$ cat src/rtl/ram_scalar_arbiter_if.sv
// Bundle of the requester-side handshake and the RAM-side port of the
// scalar RAM arbiter. The arbiter uses the slave view. Requesters and the
// RAM use the master view.
interface ram_scalar_arbiter_if #(
  parameter int N_REQ = 3,
  parameter int AW    = 24,
  parameter int DW    = 24
) ();

  logic [N_REQ-1:0]    req_valid;
  logic [N_REQ-1:0]    req_we;
  logic [N_REQ-1:0]    req_lock;
  logic [N_REQ*AW-1:0] req_addr;
  logic [N_REQ*DW-1:0] req_wdata;
  logic [N_REQ-1:0]    req_ready;
  logic [N_REQ-1:0]    rsp_valid;
  logic [DW-1:0]       rsp_data;
  logic [AW-1:0]       ram_address;
  logic [DW-1:0]       ram_data;
  logic                ram_rden;
  logic                ram_wren;
  logic [DW-1:0]       ram_q;

  modport slave (
    input  req_valid, req_we, req_lock, req_addr, req_wdata, ram_q,
    output req_ready, rsp_valid, rsp_data, ram_address, ram_data, ram_rden, ram_wren
  );

  modport master (
    output req_valid, req_we, req_lock, req_addr, req_wdata, ram_q,
    input  req_ready, rsp_valid, rsp_data, ram_address, ram_data, ram_rden, ram_wren
  );

endinterface

$ cat src/rtl/ram_scalar_arbiter.sv
// Round-robin arbiter that shares one single-port scalar RAM between
// N_REQ requesters. Accepted requests drive the RAM from registers. A tag
// pipeline steers each returned read word back to the requester that issued
// it. A requester can hold a lock so that it alone is served until it issues
// an unlocking transfer.
module ram_scalar_arbiter #(
  parameter int N_REQ  = 3,
  parameter int AW     = 24,
  parameter int DW     = 24,
  parameter int RD_LAT = 1
) (
  input  logic                  clk_i,
  input  logic                  rst_ni,
  ram_scalar_arbiter_if.slave   bus_if
);

  localparam int IDW = $clog2(N_REQ);

  typedef logic [IDW-1:0] id_t;

  typedef enum logic {
    ST_UNLOCKED,
    ST_LOCKED
  } state_t;

  typedef struct packed {
    logic vld;
    id_t  id;
  } tag_t;

  state_t        state_q, state_d;
  id_t           owner_q, owner_d;
  id_t           ptr_q, ptr_d;
  logic [AW-1:0] addr_q, addr_d;
  logic [DW-1:0] data_q, data_d;
  logic          rden_q, rden_d;
  logic          wren_q, wren_d;
  tag_t          tag_q [RD_LAT+1];
  tag_t          tag_d;

  logic [N_REQ-1:0] ready;
  logic [N_REQ-1:0] rsp_valid;
  logic             found;
  logic             xfer;
  id_t              gnt_id;
  int               idx;

  // Pick the winner: the lock owner when locked, otherwise the first valid requester from ptr upward.
  always_comb begin
    ready  = '0;
    gnt_id = '0;
    found  = 1'b0;
    idx    = 0;
    if (state_q == ST_LOCKED) begin
      gnt_id = owner_q;
      found  = bus_if.req_valid[owner_q];
    end else begin
      for (int off = 0; off < N_REQ; off++) begin
        idx = int'(ptr_q) + off;
        if (idx >= N_REQ) idx = idx - N_REQ;
        if (!found && bus_if.req_valid[idx]) begin
          found  = 1'b1;
          gnt_id = id_t'(idx);
        end
      end
    end
    if (found && rst_ni) ready[gnt_id] = 1'b1;
  end

  assign xfer = |ready;

  // Next-state for lock tracking, rotation pointer and the RAM drive registers.
  always_comb begin
    state_d = state_q;
    owner_d = owner_q;
    ptr_d   = ptr_q;
    addr_d  = addr_q;
    data_d  = data_q;
    rden_d  = 1'b0;
    wren_d  = 1'b0;
    tag_d   = '0;
    if (xfer) begin
      ptr_d     = (gnt_id == id_t'(N_REQ-1)) ? '0 : gnt_id + 1'b1;
      addr_d    = bus_if.req_addr[int'(gnt_id)*AW +: AW];
      data_d    = bus_if.req_wdata[int'(gnt_id)*DW +: DW];
      wren_d    = bus_if.req_we[gnt_id];
      rden_d    = ~bus_if.req_we[gnt_id];
      tag_d.vld = ~bus_if.req_we[gnt_id];
      tag_d.id  = gnt_id;
      if (bus_if.req_lock[gnt_id]) begin
        state_d = ST_LOCKED;
        owner_d = gnt_id;
      end else begin
        state_d = ST_UNLOCKED;
      end
    end
  end

  // State, pointer, RAM drive and read-tag pipeline registers; reset drops in-flight reads.
  always_ff @(posedge clk_i or negedge rst_ni) begin
    if (!rst_ni) begin
      state_q <= ST_UNLOCKED;
      owner_q <= '0;
      ptr_q   <= '0;
      addr_q  <= '0;
      data_q  <= '0;
      rden_q  <= 1'b0;
      wren_q  <= 1'b0;
      for (int j = 0; j <= RD_LAT; j++) tag_q[j] <= '0;
    end else begin
      state_q  <= state_d;
      owner_q  <= owner_d;
      ptr_q    <= ptr_d;
      addr_q   <= addr_d;
      data_q   <= data_d;
      rden_q   <= rden_d;
      wren_q   <= wren_d;
      tag_q[0] <= tag_d;
      for (int j = 1; j <= RD_LAT; j++) tag_q[j] <= tag_q[j-1];
    end
  end

  // Decode the tag leaving the pipeline into a one-hot read-data strobe.
  always_comb begin
    rsp_valid = '0;
    if (tag_q[RD_LAT].vld) rsp_valid[tag_q[RD_LAT].id] = 1'b1;
  end

  assign bus_if.req_ready   = ready;
  assign bus_if.rsp_valid   = rsp_valid;
  assign bus_if.rsp_data    = bus_if.ram_q;
  assign bus_if.ram_address = addr_q;
  assign bus_if.ram_data    = data_q;
  assign bus_if.ram_rden    = rden_q;
  assign bus_if.ram_wren    = wren_q;

endmodule

$ cat src/flat_wrapper.sv
// flat-port wrapper written by rule: the top's interface ports become plain ports
module ram_scalar_arbiter_flat 
#(
  parameter int N_REQ  = 3,
  parameter int AW     = 24,
  parameter int DW     = 24,
  parameter int RD_LAT = 1
)
  (clk_i, rst_ni, bus_if_req_valid, bus_if_req_we, bus_if_req_lock, bus_if_req_addr, bus_if_req_wdata, bus_if_ram_q, bus_if_req_ready, bus_if_rsp_valid, bus_if_rsp_data, bus_if_ram_address, bus_if_ram_data, bus_if_ram_rden, bus_if_ram_wren);
  ram_scalar_arbiter_if #(.N_REQ(N_REQ), .AW(AW), .DW(DW)) bus_if_i ();
  input  logic clk_i;
  input  logic rst_ni;
  input wire logic [$bits(bus_if_i.req_valid)-1:0] bus_if_req_valid;
  input wire logic [$bits(bus_if_i.req_we)-1:0] bus_if_req_we;
  input wire logic [$bits(bus_if_i.req_lock)-1:0] bus_if_req_lock;
  input wire logic [$bits(bus_if_i.req_addr)-1:0] bus_if_req_addr;
  input wire logic [$bits(bus_if_i.req_wdata)-1:0] bus_if_req_wdata;
  input wire logic [$bits(bus_if_i.ram_q)-1:0] bus_if_ram_q;
  output wire logic [$bits(bus_if_i.req_ready)-1:0] bus_if_req_ready;
  output wire logic [$bits(bus_if_i.rsp_valid)-1:0] bus_if_rsp_valid;
  output wire logic [$bits(bus_if_i.rsp_data)-1:0] bus_if_rsp_data;
  output wire logic [$bits(bus_if_i.ram_address)-1:0] bus_if_ram_address;
  output wire logic [$bits(bus_if_i.ram_data)-1:0] bus_if_ram_data;
  output wire logic [$bits(bus_if_i.ram_rden)-1:0] bus_if_ram_rden;
  output wire logic [$bits(bus_if_i.ram_wren)-1:0] bus_if_ram_wren;
  assign bus_if_i.req_valid = bus_if_req_valid;
  assign bus_if_i.req_we = bus_if_req_we;
  assign bus_if_i.req_lock = bus_if_req_lock;
  assign bus_if_i.req_addr = bus_if_req_addr;
  assign bus_if_i.req_wdata = bus_if_req_wdata;
  assign bus_if_i.ram_q = bus_if_ram_q;
  assign bus_if_req_ready = bus_if_i.req_ready;
  assign bus_if_rsp_valid = bus_if_i.rsp_valid;
  assign bus_if_rsp_data = bus_if_i.rsp_data;
  assign bus_if_ram_address = bus_if_i.ram_address;
  assign bus_if_ram_data = bus_if_i.ram_data;
  assign bus_if_ram_rden = bus_if_i.ram_rden;
  assign bus_if_ram_wren = bus_if_i.ram_wren;
  ram_scalar_arbiter #(.N_REQ(N_REQ), .AW(AW), .DW(DW), .RD_LAT(RD_LAT)) u_core (.clk_i(clk_i), .rst_ni(rst_ni), .bus_if(bus_if_i));
endmodule
$ cat config.mk
export PLATFORM = sky130hd
export DESIGN_NAME = ram_scalar_arbiter_flat
export DESIGN_NICKNAME = d
export VERILOG_FILES = /design/src/rtl/ram_scalar_arbiter_if.sv /design/src/rtl/ram_scalar_arbiter.sv /design/src/flat_wrapper.sv
export SDC_FILE = /design/constraint.sdc
export NUM_CORES = 1
export LEC_CHECK = 0
export CAP_MARGIN = 20
export CORE_MARGIN = 2
export CORE_UTILIZATION = 35
export CTS_CLUSTER_DIAMETER = 200
export DETAILED_ROUTE_END_ITERATION = 10
export GPL_ROUTABILITY_DRIVEN = 0
export GPL_TIMING_DRIVEN = 0
export PLACE_DENSITY = 0.82
export SLEW_MARGIN = 20
export SYNTH_ARGS = -nofsm -noshare
export SYNTH_HDL_FRONTEND = slang
export SYNTH_SLANG_ARGS = --single-unit
$ cat constraint.sdc
create_clock -name clk_i -period 3.3 [get_ports clk_i]
set_input_delay 0.33 -clock clk_i [delete_from_list [all_inputs] [get_ports clk_i]]
set_output_delay 0.33 -clock clk_i [all_outputs]
set_load 0.02 [all_outputs]
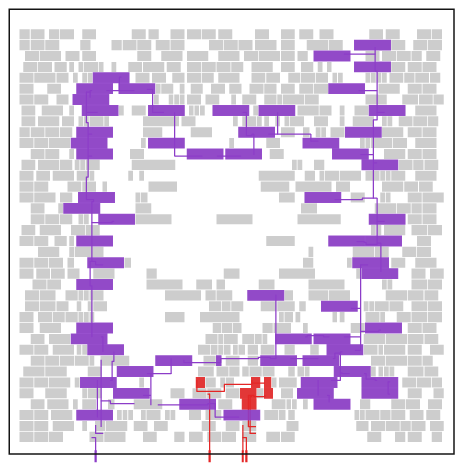
(run_1/io_fan.png)
Scale: 4 px per um.
Key: bus_if_req_lock = red [direction input, edge south, end cells 6, buffers 3, wire 74.0 um]; rst_ni = purple [direction input, edge south, end cells 61, buffers 4, wire 477 um]
I/O pin count: 259
# port buffers: 234

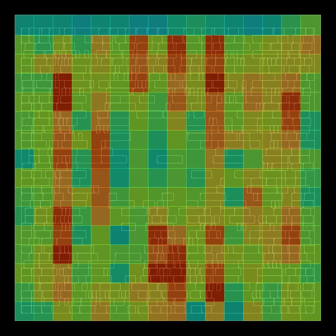
(run_1/congestion.png)
WL per Instance: 16.4 um
fin util: 0.628
GRT met1 Usage: 0.243
Total Routing Usage GR: 0.205
M2 GR Usage: 0.362

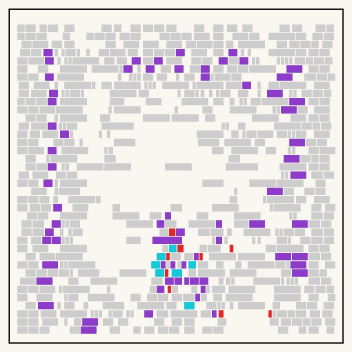
(run_1/logic_types.png)
Scale: 3 px per um.
Key: nand cells = red [cells 9, where south]; aoi and oai cells = purple [cells 67, where spread over the die]; non-inverting ao/oa cells = cyan [cells 7, where south]
Top cell excl fill/tap: clkdlybuf4s50_1
Comb/total area: 0.294

==> out/results.txt, run 1 <==
Place WS -> -0.0146 ns
DR iter-0 viols -> 156
clock-pin slew on the worst setup and hold paths -> 0.06 ns
Reg2Reg Launch Point -> u_core.ptr_q[0]
worst hold-check path type -> reg -> reg
total power -> 6.20 mW
Worst Reg2Reg Path Length in Cells -> 10
Mapped Cells -> 374
tap cells -> 140
CP Max Fanout -> 10
Buffers excl. clock -> 293
first-pass GRT wire length -> 20500 um
CP Buf/Inv Count -> 4
Largest cell class -> buffers
post-synthesis compound-gate area fraction -> 0.188
Commonest cells post-synth -> nor2_1, dfrtp_1, mux2_4
initial antenna violation count -> 0
Avg Inst Size Synth -> 10.7 um^2
DRC -> 0
Worst Setup Start Kind -> register
worst vdd ir -> 363 uV
die span in y -> 111 um
met2 wire length -> 6320 um
dpl hpwl -> 10000 um
Overflow after GRT -> 0
Root Buffer -> clkbuf_16
crit path to -> bus_if_req_ready[0]
CTS Hold Bufs -> 2
Max Used Layer -> met4
WHS Path Cells -> 0
simple-gate share of the synthesized area -> 0.131
Non-clk invs -> 2
top-count cell post-synth -> nor2_1
routing usage on met3 -> 0.0623
PwrDens -> 899 nW/um^2
vias in the first global route -> 4073
unrepaired setup endpoints after global routing -> false
Log Warnings -> 27
clk_skew -> 0.00667 ns
fp util -> 0.363
critical path's top delay family -> buffers and inverters
sequential power share -> 0.209
status -> complete, no violations
final worst setup slack -> 0.233 ns
vias per inst -> 4.95
TritonCTS clock tree -> yes
Setup CP Type -> reg -> out
comb pwr -> 3.85 mW
Crit. Startpoint -> u_core.ptr_q[0]
Synth Area in XOR/XNOR -> 0
CLK BUF -> 13
final clock period utilization by the worst path -> 0.929
Non-Filler Instances -> 766
YS chip area -> 3990 um^2
sequential area share after synthesis -> 0.376
flops out of synthesis -> 60
WHS -> 0.348 ns
hold_sp -> u_core.tag_q[4]
R2R Path End -> u_core.bus_if.ram_address[19]
Synth-to-Final Area Change -> 72.8%
Adder Share, Synth -> 0.00627
DRT antenna net count -> 0
Late-Pin Clk Latency -> 0.32 ns
CP Depth -> 10
critical path cell sequence -> inv_1 > ha_1 > nor2b_2 > o21ai_1 > a21o_1 > buf_4 > buf_4 > nand2_1 > nor2_1 > dlygate4sd2_1
register area -> 1500 um^2
chip area -> 12300 um^2
Post-synth top flop -> dfrtp_1
cts repair resizes -> 5
area share, top type -> 0.376
reg2reg setup slack -> 0.54 ns
number of cells in Yosys stat -> 374
Max Buffers Root-to-Sink -> 2
placed inst area -> 6530 um^2
Final #Nets -> 802
Int Power -> 3.69 mW
Net Sw Frac -> 0.405
setup repair bufs after CTS -> 0
power in sequential cells -> 1.29 mW
Num CTS Buffers -> 9
CP arrival -> 2.74 ns
Post-synth EDFFs -> 0
Finished Cell Area -> 6900 um^2
cell area after synthesis -> 3990 um^2
crit path time final -> 3.07 ns
Routed WL -> 12600 um
f_max -> 0.326 GHz
max_cap viols -> 0
Final Hold Vio Count -> 0
layout cell share with drive strength beyond 1 -> 0.225
leak pwr -> 2.96 nW
==> run_1/clk_routes.png <==
Scale: 4 px per um.
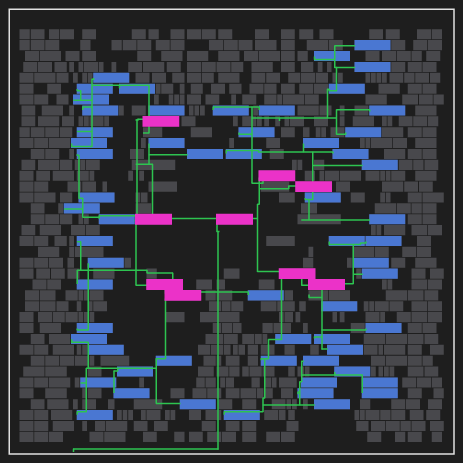

==> run 1 -> run 2 <==
Settings changed: CORE_ASPECT_RATIO set to 0.9.
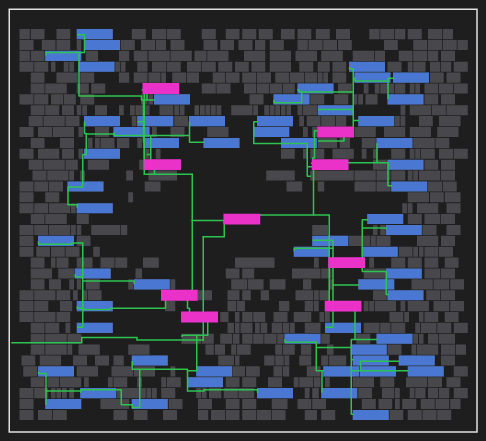
(run_2/clk_routes.png)
Scale: 4 px per um.
Key: clock drivers = magenta [count 9]; clock wires = green [length 898 um]; flip-flops = blue [count 60]
There are 10 routed clock nets. Position of the flops: spread over the die.

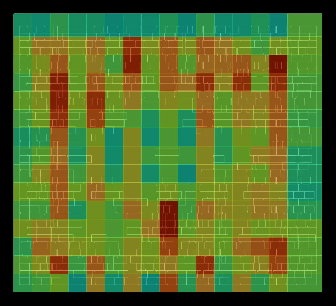
(run_2/congestion.png)
GR peak layer: met2
WL per Instance: 17.1 um
routing usage on met3: 0.0546
M2 GR Usage: 0.374
fin util: 0.626

==> run 2 against run 1 <==
  * Hold slack lost 0.0019 ns
  * Register-to-register slack lost 0.07 ns
  * Global-route usage grew 0.40 points
  * Maximum frequency shrank 0.99%
  * Critical endpoint is now bus_if_req_ready[1]
  * Largest power group unchanged
==> out/results.txt, run 2 <==
status -> complete, no violations (unchanged)
Post-synth EDFFs -> 0 (unchanged)
Synth area leader -> dfrtp_1 (unchanged)
1st-pass router iterations -> 4 (unchanged)
WHS Path Cells -> 0 (unchanged)
dpl hpwl -> 10400 um (was 10000 um)
Top cell excl fill/tap -> clkdlybuf4s50_1 (unchanged)
flops out of synthesis -> 60 (unchanged)
Routed WL -> 13300 um (was 12600 um)
initial antenna violation count -> 0 (unchanged)
core footprint -> 11000 um^2 (about the same)
Clk network pwr share -> 0.155 (was 0.170)
Syn. warnings -> 0 (unchanged)
TritonCTS clock tree -> yes (unchanged)
power in sequential cells -> 1.30 mW (was 1.29 mW)
CP Depth -> 10 (unchanged)
reg2reg setup slack -> 0.47 ns (was 0.54 ns)
top-count cell post-synth -> nor2_1 (unchanged)
Setup crit end kind -> primary output (unchanged)
max_cap viols -> 0 (unchanged)
clock-pin slew on the worst setup and hold paths -> 0.05 ns (was 0.06 ns)
CLK BUF -> 12 (was 13)
chip area -> 12300 um^2 (about the same)
Net Sw Frac -> 0.414 (was 0.405)
Worst Tran Pin Value -> 0.507 ns (was 0.473 ns)
Max Buffers Root-to-Sink -> 2 (unchanged)
depth of the CTS H-tree -> 3 (unchanged)
Synth Area in XOR/XNOR -> 0 (unchanged)
critical path cell sequence -> inv_1 > ha_1 > nor2b_2 > o21ai_1 > a21o_1 > buf_4 > buf_4 > nand2_1 > nor2_1 > dlygate4sd2_1 (unchanged)
Top non-seq family -> AND-OR/OR-AND gates (unchanged)
total power -> 6.13 mW (was 6.20 mW)
vias per inst -> 5.03 (was 4.95)
Avg Inst Size Synth -> 10.7 um^2 (unchanged)
PwrDens -> 891 nW/um^2 (was 899 nW/um^2)
Most common cell on crit path -> buf_4 (unchanged)
Num CTS Buffers -> 9 (unchanged)
sequential power share -> 0.213 (was 0.209)
synth top area cells -> dfrtp_1, mux2_4, nor2_1 (unchanged)
Worst Reg2Reg Path Length in Cells -> 10 (unchanged)
DRT antenna net count -> 0 (unchanged)
area share, top type -> 0.376 (unchanged)
largest net degree at the start of global routing -> 35 (unchanged)
Crit. Startpoint -> u_core.ptr_q[0] (unchanged)
Top Layout Cells -> clkdlybuf4s50_1, nor2_1, dfrtp_1 (unchanged)
Fill cells -> 899 (was 867)
placed inst area -> 6540 um^2 (was 6530 um^2)
layout cell share with drive strength beyond 1 -> 0.225 (unchanged)
YS chip area -> 3990 um^2 (unchanged)
unrepaired setup endpoints after global routing -> false (unchanged)
crit path time final -> 3.10 ns (was 3.07 ns)
relative slew slack -> 0.662 (was 0.685)
Int Power -> 3.60 mW (was 3.69 mW)
ant diodes -> 0 (unchanged)
Setup CP Type -> reg -> out (unchanged)
critical path's top delay family -> buffers and inverters (unchanged)
post-synthesis compound-gate area fraction -> 0.188 (unchanged)
Mux cell area share -> 0.183 (unchanged)
hold_sp -> u_core.tag_q[4] (unchanged)
Mapped Nets -> 555 (unchanged)
DR iter-0 viols -> 118 (was 156)
clk_skew -> 0.00976 ns (was 0.00667 ns)
I/O pin count -> 259 (unchanged)
# rows -> 36 (was 38)
DRC -> 0 (unchanged)
leak pwr -> 2.95 nW (was 2.96 nW)
tap cells -> 152 (was 140)
CP arrival -> 2.77 ns (was 2.74 ns)
group drawing the most power -> combinational logic (unchanged)
max incr delay on CP -> 0.38 ns (about the same)
WL met3 -> 1160 um (was 995 um)
worst vdd ir -> 414 uV (was 363 uV)
Max Used Layer -> met4 (unchanged)
CP Buf/Inv Count -> 4 (unchanged)
CTS Hold Bufs -> 2 (unchanged)
Buffers excl. clock -> 293 (unchanged)
cell area after synthesis -> 3990 um^2 (unchanged)
R2R Path End -> u_core.bus_if.ram_address[3] (was u_core.bus_if.ram_address[19])
met2 wire length -> 6550 um (was 6320 um)
worst hold path endpoint -> u_core.tag_q[1] (unchanged)
final worst setup slack -> 0.202 ns (was 0.233 ns)
number of cells in Yosys stat -> 374 (unchanged)
Commonest cells post-synth -> nor2_1, dfrtp_1, mux2_4 (unchanged)
die span in y -> 105 um (was 111 um)
vias in the first global route -> 4088 (was 4073)
CP Max Fanout -> 10 (unchanged)
cts repair resizes -> 5 (unchanged)
Reg2Reg Launch Point -> u_core.ptr_q[0] (unchanged)
Signal buf overhead -> 0.414 (was 0.413)
f_max -> 0.323 GHz (was 0.326 GHz)
fp util -> 0.363 (about the same)
WHS -> 0.346 ns (was 0.348 ns)
crit path to -> bus_if_req_ready[1] (was bus_if_req_ready[0])
P_sw -> 2.54 mW (was 2.51 mW)
simple-gate share of the synthesized area -> 0.131 (unchanged)
Overflow after GRT -> 0 (unchanged)
DRT met1 WL -> 5340 um (was 5150 um)
Placed Cells incl. Taps -> 761 (was 749)
Total Routing Usage GR -> 0.209 (was 0.205)
synth unique cells -> 39 (unchanged)
# port buffers -> 234 (unchanged)
ys async rst share -> 1.00 (unchanged)
Non-Filler Instances -> 778 (was 766)
Setup violations, final -> 0 (unchanged)
sequential area share after synthesis -> 0.376 (unchanged)
Adder Share, Synth -> 0.00627 (unchanged)
Log Warnings -> 27 (unchanged)
Late-Pin Clk Latency -> 0.32 ns (about the same)
first-pass GRT wire length -> 20200 um (was 20500 um)
Largest cell class -> buffers (unchanged)
Clock buf/inv share -> 0.0442 (was 0.0490)
Comb/total area -> 0.295 (was 0.294)
final clock period utilization by the worst path -> 0.939 (was 0.929)
Mapped Cells -> 374 (unchanged)
Synth-to-Final Area Change -> 72.4% (was 72.8%)
Worst Setup Start Kind -> register (unchanged)
register area -> 1500 um^2 (unchanged)
Clock group -> 0.951 mW (was 1.06 mW)
Finished Cell Area -> 6880 um^2 (was 6900 um^2)
worst hold-check path type -> reg -> reg (unchanged)
Post-synth top flop -> dfrtp_1 (unchanged)
comb pwr -> 3.88 mW (was 3.85 mW)
Critical Path RT -> 2.97 ns (about the same)
Final Hold Vio Count -> 0 (unchanged)
setup repair bufs after CTS -> 0 (unchanged)
Gate Area -> 2030 um^2 (unchanged)
# clock sinks -> 60 (unchanged)
Die X -> 117 um (was 111 um)
Non-clk invs -> 2 (unchanged)
Place WS -> 0.00171 ns (was -0.0146 ns)
GRT met1 Usage -> 0.240 (was 0.243)
Root Buffer -> clkbuf_16 (unchanged)
Comb pwr share -> 0.632 (was 0.621)
Final #Nets -> 802 (unchanged)
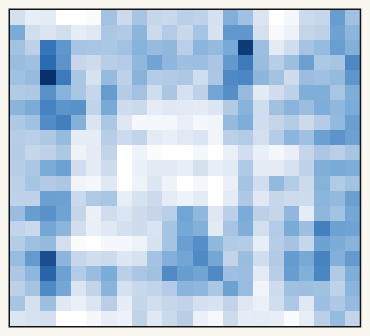
(run_2/metal_density.png)
Scale: 3 px per um. The die is cut into 23 by 21 equal tiles; white is low, dark blue is high, scaled to the fullest tile. Values are wire area over tile area, all layers added.
15% of the tiles are over half the peak. 3.1% of the tiles are nearly empty. The fullest tile reaches 0.57. The emptiest ninth of the die: center.

Power is estimated from default activity; no workload was simulated.
